--- src/rtl/color_sensor_emulator.sv ---
`default_nettype none
// ============================================================================
//  Module      : color_sensor_emulator
//  Description : Emulates the colour sensor square wave with a programmable
//                high/low period per filter channel selected by filtro_sel.
//  Revision    : 1.0 - initial release
// ============================================================================
module color_sensor_emulator #(
  parameter logic [31:0] DEF_HI_RED   = 32'd20500,
  parameter logic [31:0] DEF_HI_BLUE  = 32'd8000,
  parameter logic [31:0] DEF_HI_CLEAR = 32'd5000,
  parameter logic [31:0] DEF_HI_GREEN = 32'd14000
) (
  input  logic        mclk,
  input  logic        rst,
  input  logic        enable,
  input  logic [1:0]  filtro_sel,
  input  logic        cfg_valid,
  output logic        cfg_ready,
  input  logic [1:0]  cfg_chan,
  input  logic [31:0] cfg_high,
  input  logic [31:0] cfg_low,
  output logic        sensor_clk,
  output logic        cycle_done
);

  typedef enum logic [1:0] {
    S_IDLE = 2'd0,
    S_HIGH = 2'd1,
    S_LOW  = 2'd2
  } state_t;

  state_t      r_state;
  state_t      w_state_nxt;
  logic [31:0] r_tab_hi [4];
  logic [31:0] r_tab_lo [4];
  logic [31:0] r_cnt;
  logic [31:0] w_cnt_nxt;
  logic [31:0] r_lo_lat;
  logic [31:0] w_lo_lat_nxt;
  logic [31:0] w_sel_hi;
  logic [31:0] w_sel_lo;
  logic        r_sensor_clk;
  logic        r_cycle_done;
  logic        w_write;

  assign cfg_ready  = ~rst;
  assign w_write    = cfg_valid & cfg_ready;
  assign sensor_clk = r_sensor_clk;
  assign cycle_done = r_cycle_done;

  // Clamped view of the selected entry; reads the pre-write table contents
  assign w_sel_hi = (r_tab_hi[filtro_sel] == 32'd0) ? 32'd1 : r_tab_hi[filtro_sel];
  assign w_sel_lo = (r_tab_lo[filtro_sel] == 32'd0) ? 32'd1 : r_tab_lo[filtro_sel];

  always_comb begin
    w_state_nxt  = r_state;
    w_cnt_nxt    = r_cnt;
    w_lo_lat_nxt = r_lo_lat;
    case (r_state)
      S_IDLE: begin
        if (enable) begin
          w_state_nxt  = S_HIGH;
          w_cnt_nxt    = w_sel_hi - 32'd1;
          w_lo_lat_nxt = w_sel_lo;
        end
      end
      S_HIGH: begin
        if (r_cnt == 32'd0) begin
          w_state_nxt = S_LOW;
          w_cnt_nxt   = r_lo_lat - 32'd1;
        end else begin
          w_cnt_nxt = r_cnt - 32'd1;
        end
      end
      S_LOW: begin
        if (r_cnt == 32'd0) begin
          // Back-to-back periods: relatch so the next high starts without a gap
          if (enable) begin
            w_state_nxt  = S_HIGH;
            w_cnt_nxt    = w_sel_hi - 32'd1;
            w_lo_lat_nxt = w_sel_lo;
          end else begin
            w_state_nxt = S_IDLE;
          end
        end else begin
          w_cnt_nxt = r_cnt - 32'd1;
        end
      end
      default: begin
        w_state_nxt = S_IDLE;
        w_cnt_nxt   = 32'd0;
      end
    endcase
  end

  always_ff @(posedge mclk) begin
    if (rst) begin
      r_state      <= S_IDLE;
      r_cnt        <= 32'd0;
      r_lo_lat     <= 32'd0;
      r_sensor_clk <= 1'b0;
      r_cycle_done <= 1'b0;
      r_tab_hi[0]  <= DEF_HI_RED;
      r_tab_lo[0]  <= DEF_HI_RED;
      r_tab_hi[1]  <= DEF_HI_BLUE;
      r_tab_lo[1]  <= DEF_HI_BLUE;
      r_tab_hi[2]  <= DEF_HI_CLEAR;
      r_tab_lo[2]  <= DEF_HI_CLEAR;
      r_tab_hi[3]  <= DEF_HI_GREEN;
      r_tab_lo[3]  <= DEF_HI_GREEN;
    end else begin
      r_state      <= w_state_nxt;
      r_cnt        <= w_cnt_nxt;
      r_lo_lat     <= w_lo_lat_nxt;
      r_sensor_clk <= (w_state_nxt == S_HIGH);
      r_cycle_done <= (w_state_nxt == S_LOW) && (w_cnt_nxt == 32'd0);
      if (w_write) begin
        r_tab_hi[cfg_chan] <= cfg_high;
        r_tab_lo[cfg_chan] <= cfg_low;
      end
    end
  end

endmodule
`default_nettype wire

--- config.mk ---
export PLATFORM = sky130hd
export DESIGN_NAME = color_sensor_emulator
export DESIGN_NICKNAME = d
export VERILOG_FILES = /design/src/rtl/color_sensor_emulator.sv
export SDC_FILE = /design/constraint.sdc
export NUM_CORES = 1
export LEC_CHECK = 0
export CAP_MARGIN = 15
export CORE_MARGIN = 4
export CORE_UTILIZATION = 40
export DETAILED_ROUTE_END_ITERATION = 12
export PLACE_DENSITY = 0.56
export SLEW_MARGIN = 25
export SYNTH_ARGS = -nofsm -noshare
export SYNTH_HDL_FRONTEND = slang
export SYNTH_SLANG_ARGS = --single-unit
--- constraint.sdc ---
create_clock -name mclk -period 17 [get_ports mclk]
set_clock_uncertainty 0.2 [all_clocks]
set_input_delay 3.4 -clock mclk [delete_from_list [all_inputs] [get_ports mclk]]
set_output_delay 3.4 -clock mclk [all_outputs]
set_load 0.05 [all_outputs]
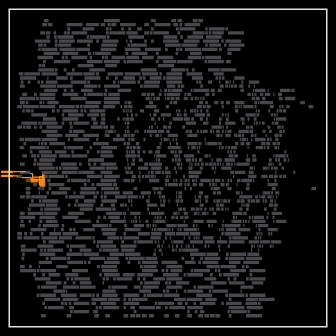
(nets reached from selected ports)
cfg_chan -> orange  # direction input, edge left, end cells 4, buffers 2, wire 57.4 um

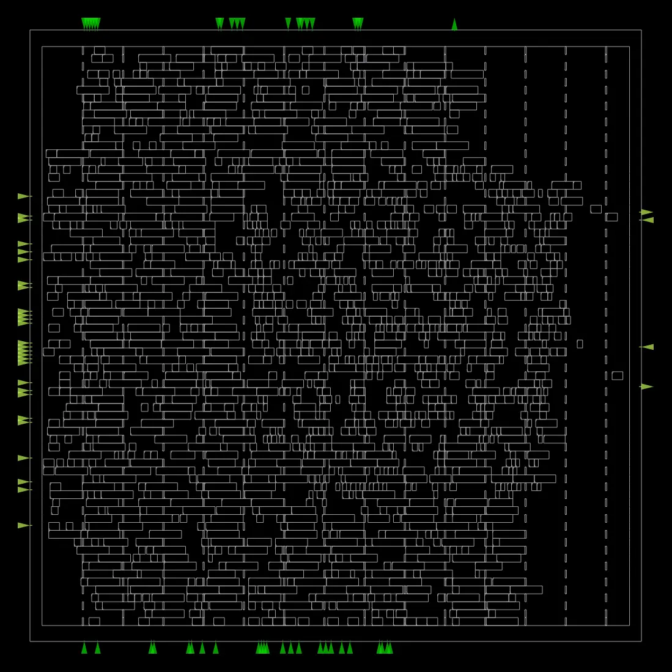
(cell placement)
number of cells in the finished layout apart from fillers: 1,958
Rows: 73
Well Taps: 525
fraction of area in registers: 48.4%
placeable core area: 40,000 sq um

==> ds_physical_params.txt <==
Physical implementation characteristics

Parameter                              Value

Finish
  Area used by sequential logic in the layout .................. about 9000 sq um
  Final clock-cell share .................. ~6.1%
  Total of clock buffers placed in the layout .................. between 40 and 50
  Fin nets .................. ~1,500
  Top Registers .................. r_tab_hi x128, r_tab_lo x128
  Number of filler instances in the final layout .................. 3,653

Outcome
  Status .................. completed

Yosys
  Total number of yosys warnings .................. 0
  Mapped Cells .................. between 1,000 and 1,500
  Syn_area_per_cell .................. 12.0 sq um
  Main area contributors .................. edfxtp_1, and2_1, dfxtp_1
  Yosys top cell by area .................. edfxtp_1
  Post-Syn Area .................. ~16,000 sq um
  Synth top cells by count .................. edfxtp_1, and2_1, nand2_1
  Area share of the largest cell type after synthesis .................. about 47%
  Seq share, synth .................. a little under three fifths

Detailed routing
  Vias after detailed routing .................. ~11,000
  Length of routed met2 wiring .................. slightly above 20,000 um
  # DRC .................. 0
  DR top layer .................. met4

Final timing
  Timing-limited maximum frequency .................. 118 MHz
  Worst hold-check slack .................. roughly 0.28 ns
  Worst slew pin tran .................. around 1 ns

Worst setup path
  Critical path's largest stage delay .................. roughly 0.91 ns
  Reg2Reg Launch Point .................. r_tab_hi[2][13]$_SDFFCE_PN0P_
  Startpoint type of the worst setup path .................. input port

Pwr
  Power per cell area .................. between 100 and 150 nW/um^2
  Net switching fraction of the power .................. a little over a quarter
  P_clk .................. 0.757 mW
  Leakage .................. between 6 and 7 nW
  Combinational Power .................. between 0.3 and 0.4 mW
  Pwr top .................. sequential cells

Global routing
  GRT busiest layer .................. met1

Min path
  Hold Path Origin .................. r_lo_lat[31]$_SDFFE_PP0P_

CTS
  Sinks on the clock net .................. between 300 and 400
  CTS H-tree depth .................. 2
  Setup bufs post-CTS .................. 0
  Clock root buffer master .................. clkbuf_16

Flow run
  Tally of max-capacitance violations .................. 0

Placed design
  DP HPWL .................. approximately 30,000 um
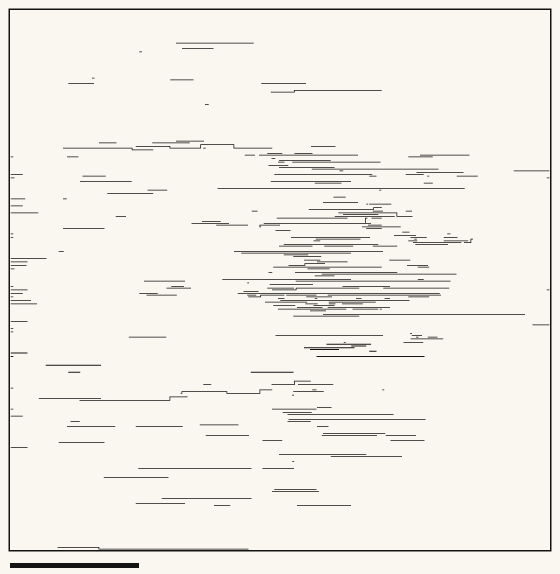
(metal 3)
The bar under the picture is 50 um long.
share of all routed wire = 7.5%
nets with wire on the layer = 163
main direction = horizontal
wire length on this layer = 3,430 um
longest straight run = 95.7 um

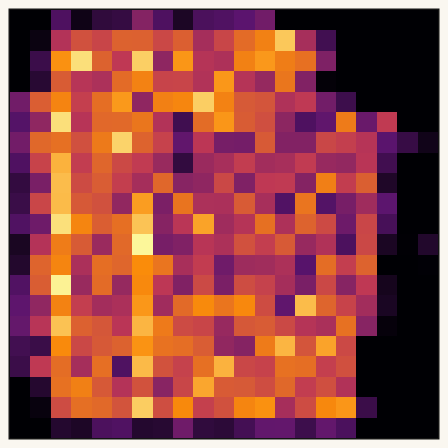
(local utilization)
The die is cut into 21 by 21 equal tiles; black is low, pale yellow is high, 0 to 100% covered.
tiles over 75% full = 7.9%
nearly empty tiles = 18%
emptiest ninth of the die = upper right
fullest tile = 98%
mean over tiles = 41%

No activity file was given, so power comes from the tool's default toggle rates.
